### src/rtl/mul_arb_pkg.sv
// rtl/mul_arb_pkg.sv - shared types, constants and helpers for the multiplier share arbiter
package mul_arb_pkg;

    localparam int DATA_W = 16;

    typedef enum logic [1:0] {
        IDLE = 2'd0,
        CALC = 2'd1,
        RESP = 2'd2
    } state_e;

    function automatic int next_idx(input int ptr, input int n);
        return (ptr + 1 >= n) ? 0 : ptr + 1;
    endfunction

endpackage

### src/rtl/fp_mul.sv
// rtl/fp_mul.sv - 16-bit unsigned integer / FP16 multiplier with error flag
module fp_mul (
    input  logic        mode,
    input  logic [15:0] a,
    input  logic [15:0] b,
    output logic [15:0] result,
    output logic        error
);

    logic [31:0]       int_prod;
    logic [21:0]       sig_prod;
    logic [21:0]       sig_norm;
    logic [11:0]       sig_rnd;
    logic              norm;
    logic              rnd_up;
    logic              sign;
    logic              a_zero, b_zero, a_spec, b_spec;
    logic signed [7:0] exp_sum;
    logic [9:0]        mant;

    // FP16 path: subnormals flush to zero, round-to-nearest-even, overflow and inf/NaN inputs flag error
    always_comb begin
        int_prod = {16'b0, a} * {16'b0, b};
        sign     = a[15] ^ b[15];
        a_zero   = (a[14:10] == 5'h00);
        b_zero   = (b[14:10] == 5'h00);
        a_spec   = (a[14:10] == 5'h1f);
        b_spec   = (b[14:10] == 5'h1f);
        sig_prod = 22'({1'b1, a[9:0]}) * 22'({1'b1, b[9:0]});
        norm     = sig_prod[21];
        sig_norm = norm ? sig_prod : {sig_prod[20:0], 1'b0};
        rnd_up   = sig_norm[10] & (sig_norm[11] | (|sig_norm[9:0]));
        sig_rnd  = {1'b0, sig_norm[21:11]} + {11'b0, rnd_up};
        exp_sum  = $signed({3'b0, a[14:10]}) + $signed({3'b0, b[14:10]}) - 8'sd15
                 + $signed({7'b0, norm}) + $signed({7'b0, sig_rnd[11]});
        mant     = sig_rnd[11] ? sig_rnd[10:1] : sig_rnd[9:0];

        result = 16'h0000;
        error  = 1'b0;
        if (!mode) begin
            result = int_prod[15:0];
            error  = |int_prod[31:16];
        end else if (a_spec || b_spec) begin
            result = 16'h7e00;
            error  = 1'b1;
        end else if (a_zero || b_zero) begin
            result = {sign, 15'b0};
        end else if (exp_sum >= 8'sd31) begin
            result = {sign, 5'h1f, 10'b0};
            error  = 1'b1;
        end else if (exp_sum <= 8'sd0) begin
            result = {sign, 15'b0};
        end else begin
            result = {sign, exp_sum[4:0], mant};
        end
    end

endmodule

### src/rtl/rr_arbiter.sv
// rtl/rr_arbiter.sv - combinational rotate-priority search starting at rr_ptr
module rr_arbiter
    import mul_arb_pkg::*;
#(
    parameter int NUM_REQ = 4,
    parameter int ID_W    = $clog2(NUM_REQ)
) (
    input  logic [NUM_REQ-1:0] req,
    input  logic [ID_W-1:0]    rr_ptr,
    output logic               grant_valid,
    output logic [ID_W-1:0]    grant_idx
);

    logic [ID_W-1:0] idx;

    always_comb begin
        grant_valid = 1'b0;
        grant_idx   = '0;
        idx         = rr_ptr;
        for (int i = 0; i < NUM_REQ; i++) begin
            if (!grant_valid && req[idx]) begin
                grant_valid = 1'b1;
                grant_idx   = idx;
            end
            idx = ID_W'(next_idx(int'(idx), NUM_REQ));
        end
    end

endmodule

### src/rtl/mul_share_arbiter.sv
// rtl/mul_share_arbiter.sv - round-robin sharing of one fp_mul among NUM_REQ requesters
module mul_share_arbiter
    import mul_arb_pkg::*;
#(
    parameter int NUM_REQ   = 4,
    parameter int ERR_CNT_W = 8,
    parameter int ID_W      = $clog2(NUM_REQ)
) (
    input  logic                      clk,
    input  logic                      rst_n,
    input  logic [NUM_REQ-1:0]        req_valid,
    output logic [NUM_REQ-1:0]        req_ready,
    input  logic [NUM_REQ-1:0]        req_mode,
    input  logic [NUM_REQ*DATA_W-1:0] req_a,
    input  logic [NUM_REQ*DATA_W-1:0] req_b,
    output logic                      rsp_valid,
    input  logic                      rsp_ready,
    output logic [ID_W-1:0]           rsp_id,
    output logic [DATA_W-1:0]         rsp_result,
    output logic                      rsp_error,
    output logic [ERR_CNT_W-1:0]      err_cnt,
    output logic                      busy
);

    state_e                state_q, state_d;
    logic [ID_W-1:0]       rr_ptr_q, rr_ptr_d;
    logic [DATA_W-1:0]     a_q, a_d, b_q, b_d;
    logic                  mode_q, mode_d;
    logic [ID_W-1:0]       id_q, id_d;
    logic [DATA_W-1:0]     result_q, result_d;
    logic                  error_q, error_d;
    logic                  rsp_valid_q, rsp_valid_d;
    logic [ERR_CNT_W-1:0]  err_cnt_q, err_cnt_d;

    logic                  grant_valid;
    logic [ID_W-1:0]       grant_idx;
    logic [DATA_W-1:0]     mul_result;
    logic                  mul_error;

    rr_arbiter #(.NUM_REQ(NUM_REQ), .ID_W(ID_W)) u_rr_arbiter (
        .req         (req_valid),
        .rr_ptr      (rr_ptr_q),
        .grant_valid (grant_valid),
        .grant_idx   (grant_idx)
    );

    fp_mul u_fp_mul (
        .mode   (mode_q),
        .a      (a_q),
        .b      (b_q),
        .result (mul_result),
        .error  (mul_error)
    );

    always_comb begin
        req_ready = '0;
        if (state_q == IDLE && grant_valid) begin
            req_ready[grant_idx] = 1'b1;
        end
    end

    always_comb begin
        state_d     = state_q;
        rr_ptr_d    = rr_ptr_q;
        a_d         = a_q;
        b_d         = b_q;
        mode_d      = mode_q;
        id_d        = id_q;
        result_d    = result_q;
        error_d     = error_q;
        rsp_valid_d = rsp_valid_q;
        err_cnt_d   = err_cnt_q;
        case (state_q)
            IDLE: begin
                if (grant_valid) begin
                    a_d      = req_a[int'(grant_idx)*DATA_W +: DATA_W];
                    b_d      = req_b[int'(grant_idx)*DATA_W +: DATA_W];
                    mode_d   = req_mode[grant_idx];
                    id_d     = grant_idx;
                    rr_ptr_d = ID_W'(next_idx(int'(grant_idx), NUM_REQ));
                    state_d  = CALC;
                end
            end
            CALC: begin
                result_d    = mul_result;
                error_d     = mul_error;
                rsp_valid_d = 1'b1;
                state_d     = RESP;
            end
            RESP: begin
                if (rsp_ready) begin
                    rsp_valid_d = 1'b0;
                    if (error_q && err_cnt_q != {ERR_CNT_W{1'b1}}) begin
                        err_cnt_d = err_cnt_q + 1'b1;
                    end
                    state_d = IDLE;
                end
            end
            default: state_d = IDLE;
        endcase
    end

    always_ff @(posedge clk) begin
        if (!rst_n) begin
            state_q     <= IDLE;
            rr_ptr_q    <= '0;
            a_q         <= '0;
            b_q         <= '0;
            mode_q      <= 1'b0;
            id_q        <= '0;
            result_q    <= '0;
            error_q     <= 1'b0;
            rsp_valid_q <= 1'b0;
            err_cnt_q   <= '0;
        end else begin
            state_q     <= state_d;
            rr_ptr_q    <= rr_ptr_d;
            a_q         <= a_d;
            b_q         <= b_d;
            mode_q      <= mode_d;
            id_q        <= id_d;
            result_q    <= result_d;
            error_q     <= error_d;
            rsp_valid_q <= rsp_valid_d;
            err_cnt_q   <= err_cnt_d;
        end
    end

    assign rsp_valid  = rsp_valid_q;
    assign rsp_id     = id_q;
    assign rsp_result = result_q;
    assign rsp_error  = error_q;
    assign err_cnt    = err_cnt_q;
    assign busy       = (state_q != IDLE);

endmodule

### config.mk
export PLATFORM = sky130hd
export DESIGN_NAME = mul_share_arbiter
export DESIGN_NICKNAME = d
export VERILOG_FILES = /design/src/rtl/mul_arb_pkg.sv /design/src/rtl/fp_mul.sv /design/src/rtl/rr_arbiter.sv /design/src/rtl/mul_share_arbiter.sv
export SDC_FILE = /design/constraint.sdc
export NUM_CORES = 1
export LEC_CHECK = 0
export CORE_MARGIN = 2
export CORE_UTILIZATION = 35
export DETAILED_ROUTE_END_ITERATION = 16
export HOLD_SLACK_MARGIN = 0.06
export PLACE_DENSITY = 0.61
export SLEW_MARGIN = 20
export SYNTH_ARGS = -nofsm -noshare
export SYNTH_HDL_FRONTEND = slang
export SYNTH_SLANG_ARGS = --single-unit
### constraint.sdc
create_clock -name clk -period 19.75 [get_ports clk]
set_input_delay 1.975 -clock clk [delete_from_list [all_inputs] [get_ports clk]]
set_output_delay 1.975 -clock clk [all_outputs]
set_load 0.02 [all_outputs]
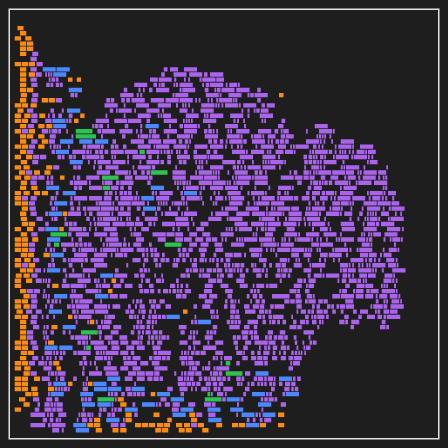
run_1/placement_by_type.png
[orange] other buffers and delay cells | cells: 189
[purple] combinational and other logic | cells: 1877
[green] clock drivers and dummy loads | cells: 16
[blue] flops | cells: 65

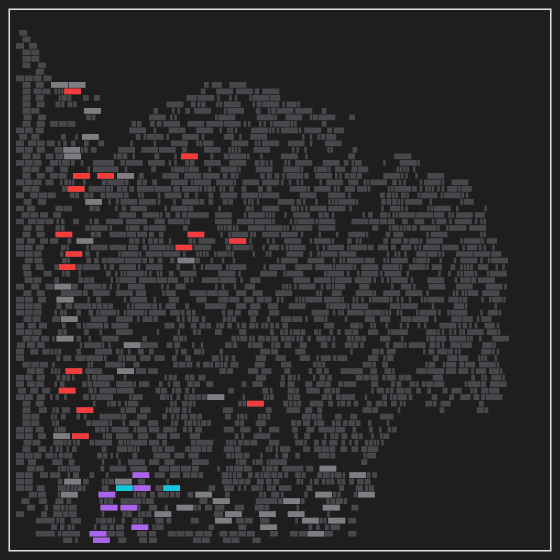
run_1/flops_by_reg.png
[red] b_q | sequential cells: 16
[cyan] state_q | sequential cells: 2
[purple] err_cnt | sequential cells: 8 | where: bottom left
not colored: 39

==> results.yml, run 1 <==
# physical design summary
worst_setup_path:
  critPathTopFamily: "adder cells"
  reg2regPathDepth: 31
  crit_start: "a_q[6]$_SDFFE_PN0P_"
  cp.depth: 31
  r2r_slack_ns: 10.50
  required_ns: 20.05
  cp-start-kind: "flop"
  r2r_start: "a_q[6]$_SDFFE_PN0P_"
min_path:
  hold_end: "rsp_id[1]$_SDFFE_PN0P_"
  hold_path.class: "flop to flop"
  min_from: "rsp_id[1]$_SDFFE_PN0P_"
routing:
  drt_iter0_drc: 775
  dr.pass1.iters: 5
  met2_length_mm: 25.2
  drt-met1-wl_mm: 21.4
  wl_met3_mm: 2.69
  wire_per_inst_um: 18.1
  antenna_left: 0
finish:
  inv_count: 432
  design_area_sq_mm: 0.0199
  clk_share_pct: 1.53
  seq_cells: 65
  signal_buffers: 189
  nClkBuffers: 9
  diodes: 2
status:
  outcome: "completed"
logic_synthesis:
  simple_gate_share_pct: 16.4
  ys_sh_adder_pct: 44.9
  edf_count: 0
  syn_area_per_cell_sq_um: 8.54
  synth_nets: 2610
  top_logic_kind: "adder cells"
  syn_area_sq_mm: 0.0172
power_and_ir_drop:
  share_comb_of_total_power_pct: 83.9
clocking:
  cts-htree-levels: 3
  clock_sinks: 65
  cts-buffers-inserted: 9
  worstSkewPairLatency_ns: 0.37
  cts_hold_buf: 0
place:
  finalWeightedCongestion: 0.873
  place_inst: 2795
flow_run:
  max_cap_viol_count: 0
sta:
  rsz0062_at_grt: "false"
  fin_ws_ns: 10.50
  fmax_ghz: 0.108
  hold_viol: 0
grt:
  grt_pass1_vias: 15214
die:
  die_w_um: 226
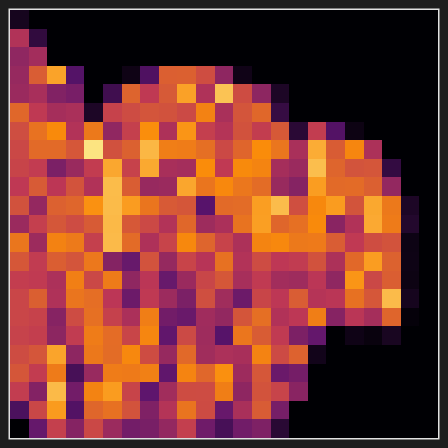
run_1/cell_density.png
The die is cut into 23 by 23 equal tiles; black is low, pale yellow is high, 0 to 100% covered.
emptiest ninth of the die: top right
nearly empty tiles: 29%
mean over tiles: 37%
tiles over 75% full: 6.2%

run_1/sizes.png
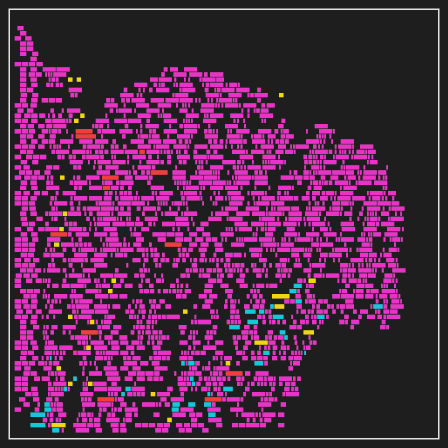

==> run 2: changes to the inputs <==
==> constraint.sdc (replaced) <==
create_clock -name clk -period 8.7 [get_ports clk]
set_input_delay 0.87 -clock clk [delete_from_list [all_inputs] [get_ports clk]]
set_output_delay 0.87 -clock clk [all_outputs]
set_load 0.02 [all_outputs]
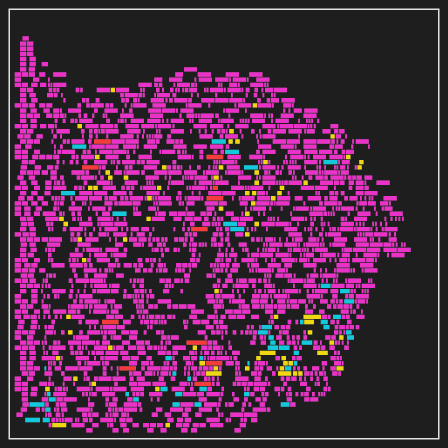
run_2/sizes.png
[cyan] _2 cells | cells: 49 | share: 2.2%
[magenta] _0 and _1 cells | cells: 2056 | share: 94%
[yellow] _3 and _4 cells | cells: 74 | share: 3.4%
[red] _6 and larger | cells: 11 | share: 0.50%

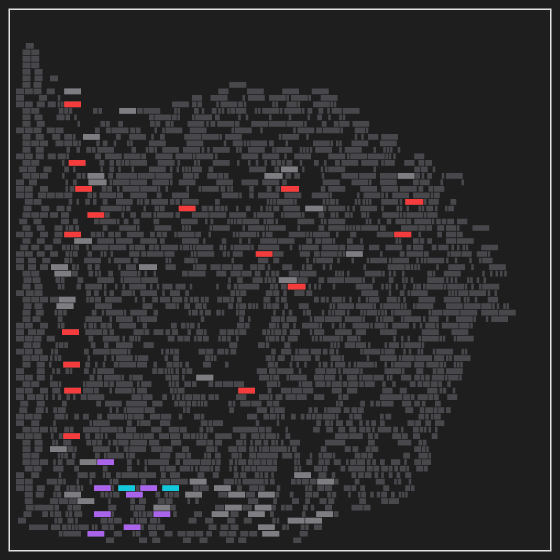
run_2/flops_by_reg.png
[red] b_q | sequential cells: 16
[purple] err_cnt | sequential cells: 8 | where: bottom left
[cyan] state_q | sequential cells: 2
not colored: 39

==> run 2 against run 1 <==
  * Clock skew about the same
  * Area after synthesis unchanged
  * Sequential power increased by 120%
  * Critical path depth decreased by 1
  * Wire length increased by 5.3%
  * Synthesized cell count unchanged
  * Non-clock buffer count increased by 43
  * First-iteration DRC count increased by 9.4%
  * Worst hold slack got worse by 0.0099 ns
  * Die size unchanged
==> results.yml, run 2 <==
# physical design summary
min_path:
  min_from: "b_q[11]$_SDFFE_PN0P_"
  hold_path.class: "flop to flop"
worst_setup_path:
  cp.depth: 30
  r2r_slack_ns: 0.48
  crit_start: "a_q[7]$_SDFFE_PN0P_"
  cp-start-kind: "flop"
routing:
  drt-met1-wl_mm: 23.1
  antenna_left: 0
  wl_met3_mm: 3.23
  drt_iter0_drc: 848
logic_synthesis:
  syn_area_per_cell_sq_um: 8.54
  syn_area_sq_mm: 0.0172
  ys_sh_adder_pct: 44.9
  simple_gate_share_pct: 16.4
clocking:
  clock_sinks: 65
  cts-htree-levels: 3
  worstSkewPairLatency_ns: 0.37
finish:
  design_area_sq_mm: 0.0203
  seq_cells: 65
  signal_buffers: 232
  inv_count: 432
  diodes: 1
die:
  die_w_um: 226
place:
  finalWeightedCongestion: 0.903
sta:
  fmax_ghz: 0.122
power_and_ir_drop:
  share_comb_of_total_power_pct: 84.9
status:
  outcome: "completed"
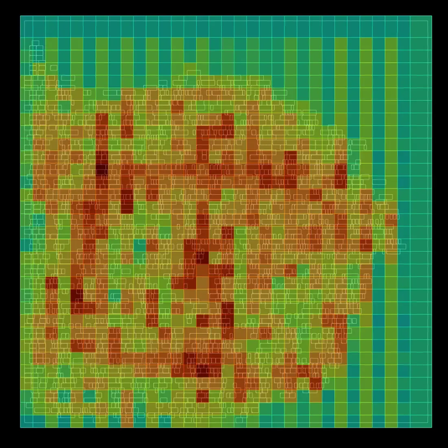
run_2/congestion.png
met1 usage: 28.3%
overall routing resource usage: 21.6%
wire length per cell: 18.8 um
met3 usage: 2.86%
GRT busiest layer: met2

Power and IR drop assume default switching activity.
